--- src/rtl/bram_porta_arb.sv ---
// bram_porta_arb: round-robin arbiter sharing BRAM port A among NUM_REQ requesters
//
// Ports:
//   clockIn        single clock, also the BRAM port-A clock
//   resetNIn       asynchronous active-low reset
//   reqValidIn     per-requester beat valid
//   reqReadyOut    per-requester beat accepted this cycle (one-hot or zero)
//   reqWrEnIn      per-requester 1 = write beat, 0 = read beat
//   reqLastIn      per-requester final beat of a burst
//   reqAddrIn      packed addresses, requester i at [i*ADDR_WIDTH +: ADDR_WIDTH]
//   reqDataIn      packed write data, requester i at [i*DATA_WIDTH +: DATA_WIDTH]
//   rspValidOut    read response valid, two cycles after the read beat
//   rspIdOut       requester index of the response
//   rspDataOut     read data straight from the BRAM output register
//   bramEnOut_a    BRAM enIn_a
//   bramWrEnOut_a  BRAM wrEnIn_a
//   bramAddrOut_a  BRAM addrIn_a
//   bramDataOut_a  BRAM dataIn_a
//   bramDataIn_a   BRAM dataOut_a
module bram_porta_arb #(
    parameter int NUM_REQ    = 4,
    parameter int DATA_WIDTH = 8,
    parameter int ADDR_WIDTH = 10,
    parameter int MAX_BURST  = 4,
    localparam int ID_W      = $clog2(NUM_REQ)
) (
    input  logic                             clockIn,
    input  logic                             resetNIn,
    input  logic [NUM_REQ-1:0]               reqValidIn,
    output logic [NUM_REQ-1:0]               reqReadyOut,
    input  logic [NUM_REQ-1:0]               reqWrEnIn,
    input  logic [NUM_REQ-1:0]               reqLastIn,
    input  logic [NUM_REQ*ADDR_WIDTH-1:0]    reqAddrIn,
    input  logic [NUM_REQ*DATA_WIDTH-1:0]    reqDataIn,
    output logic                             rspValidOut,
    output logic [ID_W-1:0]                  rspIdOut,
    output logic [DATA_WIDTH-1:0]            rspDataOut,
    output logic                             bramEnOut_a,
    output logic                             bramWrEnOut_a,
    output logic [ADDR_WIDTH-1:0]            bramAddrOut_a,
    output logic [DATA_WIDTH-1:0]            bramDataOut_a,
    input  logic [DATA_WIDTH-1:0]            bramDataIn_a
);
    localparam int CNT_W = $clog2(MAX_BURST) + 1;

    typedef enum logic {ARB, BURST} state_t;

    state_t                state, stateNext;
    logic [ID_W-1:0]       ptr, ptrNext, owner, ownerNext, winner, idx;
    logic [CNT_W-1:0]      beatCnt, beatCntNext, cntInc;
    logic                  grant, winWrEn, winLast;
    logic [ADDR_WIDTH-1:0] winAddr;
    logic [DATA_WIDTH-1:0] winData;
    logic                  rspValid1, rspValid2;
    logic [ID_W-1:0]       rspId1, rspId2;

    // Increment modulo NUM_REQ, which need not be a power of two.
    function automatic logic [ID_W-1:0] incMod(input logic [ID_W-1:0] x);
        return (int'(x) == NUM_REQ - 1) ? '0 : x + 1'b1;
    endfunction

    // Winner selection. Scanning offsets from highest to lowest lets the
    // nearest valid requester after ptr overwrite any farther one.
    always_comb begin
        grant  = 1'b0;
        winner = '0;
        idx    = '0;
        if (resetNIn) begin
            if (state == ARB) begin
                for (int k = NUM_REQ - 1; k >= 0; k--) begin
                    idx = (int'(ptr) + k >= NUM_REQ) ? ID_W'(int'(ptr) + k - NUM_REQ) : ID_W'(int'(ptr) + k);
                    if (reqValidIn[idx]) begin
                        grant  = 1'b1;
                        winner = idx;
                    end
                end
            end else begin
                grant  = reqValidIn[owner];
                winner = owner;
            end
        end
    end

    always_comb begin
        winWrEn = 1'b0;
        winLast = 1'b0;
        winAddr = '0;
        winData = '0;
        for (int k = 0; k < NUM_REQ; k++) begin
            if (winner == ID_W'(k)) begin
                winWrEn = reqWrEnIn[k];
                winLast = reqLastIn[k];
                winAddr = reqAddrIn[k*ADDR_WIDTH +: ADDR_WIDTH];
                winData = reqDataIn[k*DATA_WIDTH +: DATA_WIDTH];
            end
        end
    end

    assign reqReadyOut = grant ? (NUM_REQ'(1) << winner) : '0;

    // A burst ends on last, on reaching MAX_BURST, or when the owner drops
    // valid; in every case the owner moves to the back of the rotation.
    always_comb begin
        stateNext   = state;
        ptrNext     = ptr;
        ownerNext   = owner;
        beatCntNext = beatCnt;
        cntInc      = beatCnt + 1'b1;
        if (state == ARB) begin
            if (grant) begin
                if (winLast || MAX_BURST == 1) begin
                    ptrNext = incMod(winner);
                end else begin
                    stateNext   = BURST;
                    ownerNext   = winner;
                    beatCntNext = CNT_W'(1);
                end
            end
        end else if (grant) begin
            beatCntNext = cntInc;
            if (winLast || cntInc == CNT_W'(MAX_BURST)) begin
                stateNext = ARB;
                ptrNext   = incMod(owner);
            end
        end else begin
            stateNext = ARB;
            ptrNext   = incMod(owner);
        end
    end

    always_ff @(posedge clockIn or negedge resetNIn) begin
        if (!resetNIn) begin
            state         <= ARB;
            ptr           <= '0;
            owner         <= '0;
            beatCnt       <= '0;
            bramEnOut_a   <= 1'b0;
            bramWrEnOut_a <= 1'b0;
            bramAddrOut_a <= '0;
            bramDataOut_a <= '0;
            rspValid1     <= 1'b0;
            rspValid2     <= 1'b0;
            rspId1        <= '0;
            rspId2        <= '0;
        end else begin
            state         <= stateNext;
            ptr           <= ptrNext;
            owner         <= ownerNext;
            beatCnt       <= beatCntNext;
            bramEnOut_a   <= grant;
            bramWrEnOut_a <= grant && winWrEn;
            if (grant) begin
                bramAddrOut_a <= winAddr;
                bramDataOut_a <= winData;
            end
            // Writes get no response even though the BRAM echoes write data.
            rspValid1     <= grant && !winWrEn;
            rspId1        <= winner;
            rspValid2     <= rspValid1;
            rspId2        <= rspId1;
        end
    end

    assign rspValidOut = rspValid2;
    assign rspIdOut    = rspId2;
    assign rspDataOut  = bramDataIn_a;
endmodule

--- config.mk ---
export PLATFORM = sky130hd
export DESIGN_NAME = bram_porta_arb
export DESIGN_NICKNAME = d
export VERILOG_FILES = /design/src/rtl/bram_porta_arb.sv
export SDC_FILE = /design/constraint.sdc
export NUM_CORES = 1
export LEC_CHECK = 0
export ABC_AREA = 1
export ABC_CLOCK_PERIOD_IN_PS = 5400
export CAP_MARGIN = 20
export CORE_ASPECT_RATIO = 1.5
export CORE_MARGIN = 2
export CORE_UTILIZATION = 43
export DETAILED_ROUTE_END_ITERATION = 16
export PLACE_DENSITY = 0.92
export SETUP_SLACK_MARGIN = 0.3
export SLEW_MARGIN = 0
export SYNTH_ARGS = -nofsm -noshare
export SYNTH_HDL_FRONTEND = slang
export SYNTH_SLANG_ARGS = --single-unit
export TNS_END_PERCENT = 10
--- constraint.sdc ---
create_clock -name clockIn -period 5.4 [get_ports clockIn]
set_clock_uncertainty 0.15 [all_clocks]
set_input_delay 1.08 -clock clockIn [delete_from_list [all_inputs] [get_ports clockIn]]
set_output_delay 1.08 -clock clockIn [all_outputs]
set_load 0.02 [all_outputs]
Fig. 1: congestion heat map
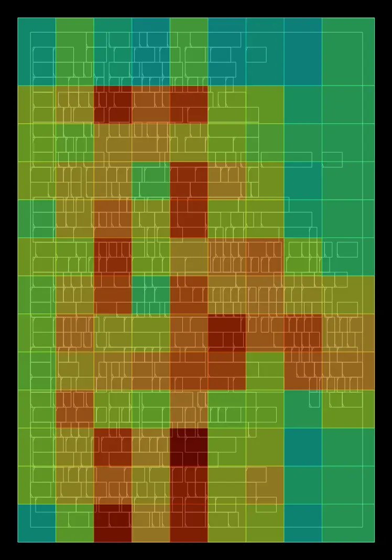
total track usage: 24.0%
GR Layer Usage met1: 24.8%

Fig. 2: pin map
Pins as bars across the die edge, other pins in gray.
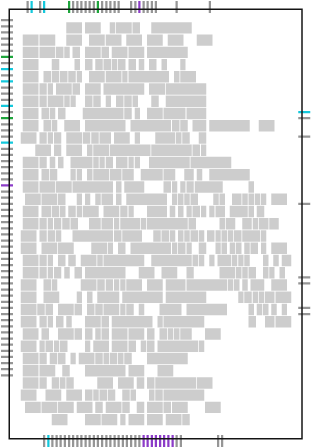
`bramAddrOut_a`: marked purple, pins 10, direction output, edge 8 bottom, 1 left, 1 top. `reqReadyOut`: marked green, pins 4, direction output, edge 2 left, 2 top. `rspDataOut`: marked cyan, pins 8, direction output, edge 4 left, 2 top, 1 right, 1 bottom.
All pins by edge: 59 left, 36 bottom, 26 top, 8 right.
IO Port Bufs: 112
chip width: 64.7 µm
Die Ht: 95.1 µm

synth_stat cells:
library cell | number | area share [%]
nand2_4 | 2 | 0.95
dfrtp_1 | 34 | 36
inv_2 | 2 | 0.32
ha_1 | 7 | 3.7
nor2_2 | 1 | 0.26
nor3_2 | 1 | 0.42
inv_1 | 19 | 3.0
o21a_1 | 2 | 0.63
nand2_1 | 101 | 16
buf_2 | 3 | 0.63
nor3_1 | 1 | 0.21
buf_1 | 1 | 0.16
buf_4 | 10 | 3.2
nand4_1 | 1 | 0.26
mux2i_1 | 1 | 0.42
xor2_1 | 1 | 0.37
nand3_1 | 29 | 6.1
nand2_2 | 6 | 1.6
nor2_1 | 14 | 2.2
and2_1 | 1 | 0.26
and2_4 | 1 | 0.37
inv_4 | 1 | 0.26
a21oi_1 | 26 | 5.5
clkbuf_1 | 11 | 1.7
or2_0 | 1 | 0.26
nand3_4 | 1 | 0.74
a22o_1 | 1 | 0.37
o21ai_1 | 20 | 4.2
buf_6 | 3 | 1.4
o21ai_0 | 42 | 8.8
placed cells by master (no fill, tap or decap), types with 2 or more instances in the layout:
cell,netlist,final
nand3_1,29,29
o21ai_0,42,42
nor2_1,14,14
inv_1,19,19
clkdlybuf4s50_1,0,111
ha_1,7,7
buf_4,10,7
clkbuf_8,0,5
clkinv_2,0,2
nand2_1,101,101
o21a_1,2,2
nand2_2,6,6
a21oi_1,26,26
nand2_4,2,2
o21ai_1,20,20
inv_2,2,2
dfrtp_1,34,34
per-stage QoR:
stage               hold WS, ps  cell area (µm²)  cells  power (µW)  worst slack, ps
detailed placement          199             3470    505        1760              625
floorplan                   181             2380    344        1340             1340
finish                      210             3540    512        1940              620
global route                221             3540    512        2130              380
CTS                         214             3540    512        1950              617
global placement            209             3470    505        1720              713
layer usage:
metal | track usage, % | part of all wire, % | wire (µm) | up-vias
met4 | 14.5 | 5.0 | 354 | 0
li1 | - | - | - | 1318
met1 | 24.8 | 35 | 2480 | 1209
met5 | 0 | 0 | 0 | -
met3 | 4.25 | 5.5 | 388 | 29
met2 | 44.2 | 54 | 3800 | 108
worst reg2reg max path, delay by kind of cell (launching register included):
family / cells / cell delay (ps)
compound gates: 1 / 90
buf+inv: 4 / 570
simple gates: 15 / 1590
fa+ha+maj: 1 / 240
flops: 1 / 580
flip-flops by register name, summed over array words and instances, names as in the netlist, 2 cells and up:
| register | cells |
|---|---|
| rspIdOut | 2 |
| ptr | 2 |
| beatCnt | 3 |
| rspId1 | 2 |
| bramDataOut_a | 8 |
| bramAddrOut_a | 10 |
| owner | 2 |
logic make-up (layout without fill, tap and decap cells):
logic type / after synthesis / after routing / share of synthesized area [%]
and+or+nand+nor: 160 / 160 / 29.6
AOI/OAI and AO/OA: 91 / 91 / 19.5
buffers and inverters: 50 / 148 / 10.7
DFF: 34 / 34 / 35.8
adders and majority gates: 7 / 7 / 3.68
xor gates and xnor gates: 1 / 1 / 0.368
muxes: 1 / 1 / 0.421
power breakdown:
group | total, µW | leakage [µW] | internal (µW) | switching, µW
combinational | 1310 | 0.00120 | 538 | 769
clock | 174 | 0.0000438 | 86.4 | 87.3
sequential | 464 | 0.000427 | 372 | 91.9
==> results_dict.tcl <==
# metrics dict for downstream scripts
set metrics [dict create \
    holdCritStartpoint "rspId1[0]" \
    critPathCaptureType "primary output" \
    hold_path.class "reg2reg" \
    critPathMaxStageDelay_ps 650 \
    syn_nets 445 \
    whs_endpoint "rspIdOut[0]" \
    drt-total-wl_mm 7.02 \
    cpMostUsedCell "nand2_1" \
    num_io_pins 129 \
    cp_slowest_cell "clkdlybuf4s50_1" \
    ys.flops 34 \
    r2r-start "ptr[0]" \
    drtAntennaViolNets 0 \
    initCoreUtil_pct 44.0 \
    clkLatencyLatePin_ps 280 \
    buf_share_pct 33.0 \
    worstPathArrival_ps 3550 \
    rsz0062_at_grt "false" \
    p_per_area_nw_per_um2 549 \
    die-area_um2 6150 \
    core_area_um2 5410 \
    critPathLaunch "reqValidIn[3]" \
    n_all_inverters 22 \
    crit_buf_inv 6 \
    reg2reg_to "ptr[0]" \
    fin_nets 543 \
    warning_count 30 \
    drv_cap 0 \
    r2r_slack_ps 2070 \
    power_leakage_uw 0.00167 \
    relSlewSlack_pct 68.0 \
    wl_per_cell_um 13.7 \
    post-route-util_pct 65.5 \
    required_ps 4170 \
    outcome "completed" \
    diodes 0 \
    synth.distinct_cells 30 \
    syn_inst 344 \
    final.min_clock_period_ps 4780 \
    r2r_cells 21 \
    nNonClkBuffers 119 \
    seq_share_pct 24.0 \
    worst_pin_slew_ps 481 \
    seq_area_um2 851 \
    cts_root_buf "clkbuf_8" \
]
Power and IR drop assume default switching activity.
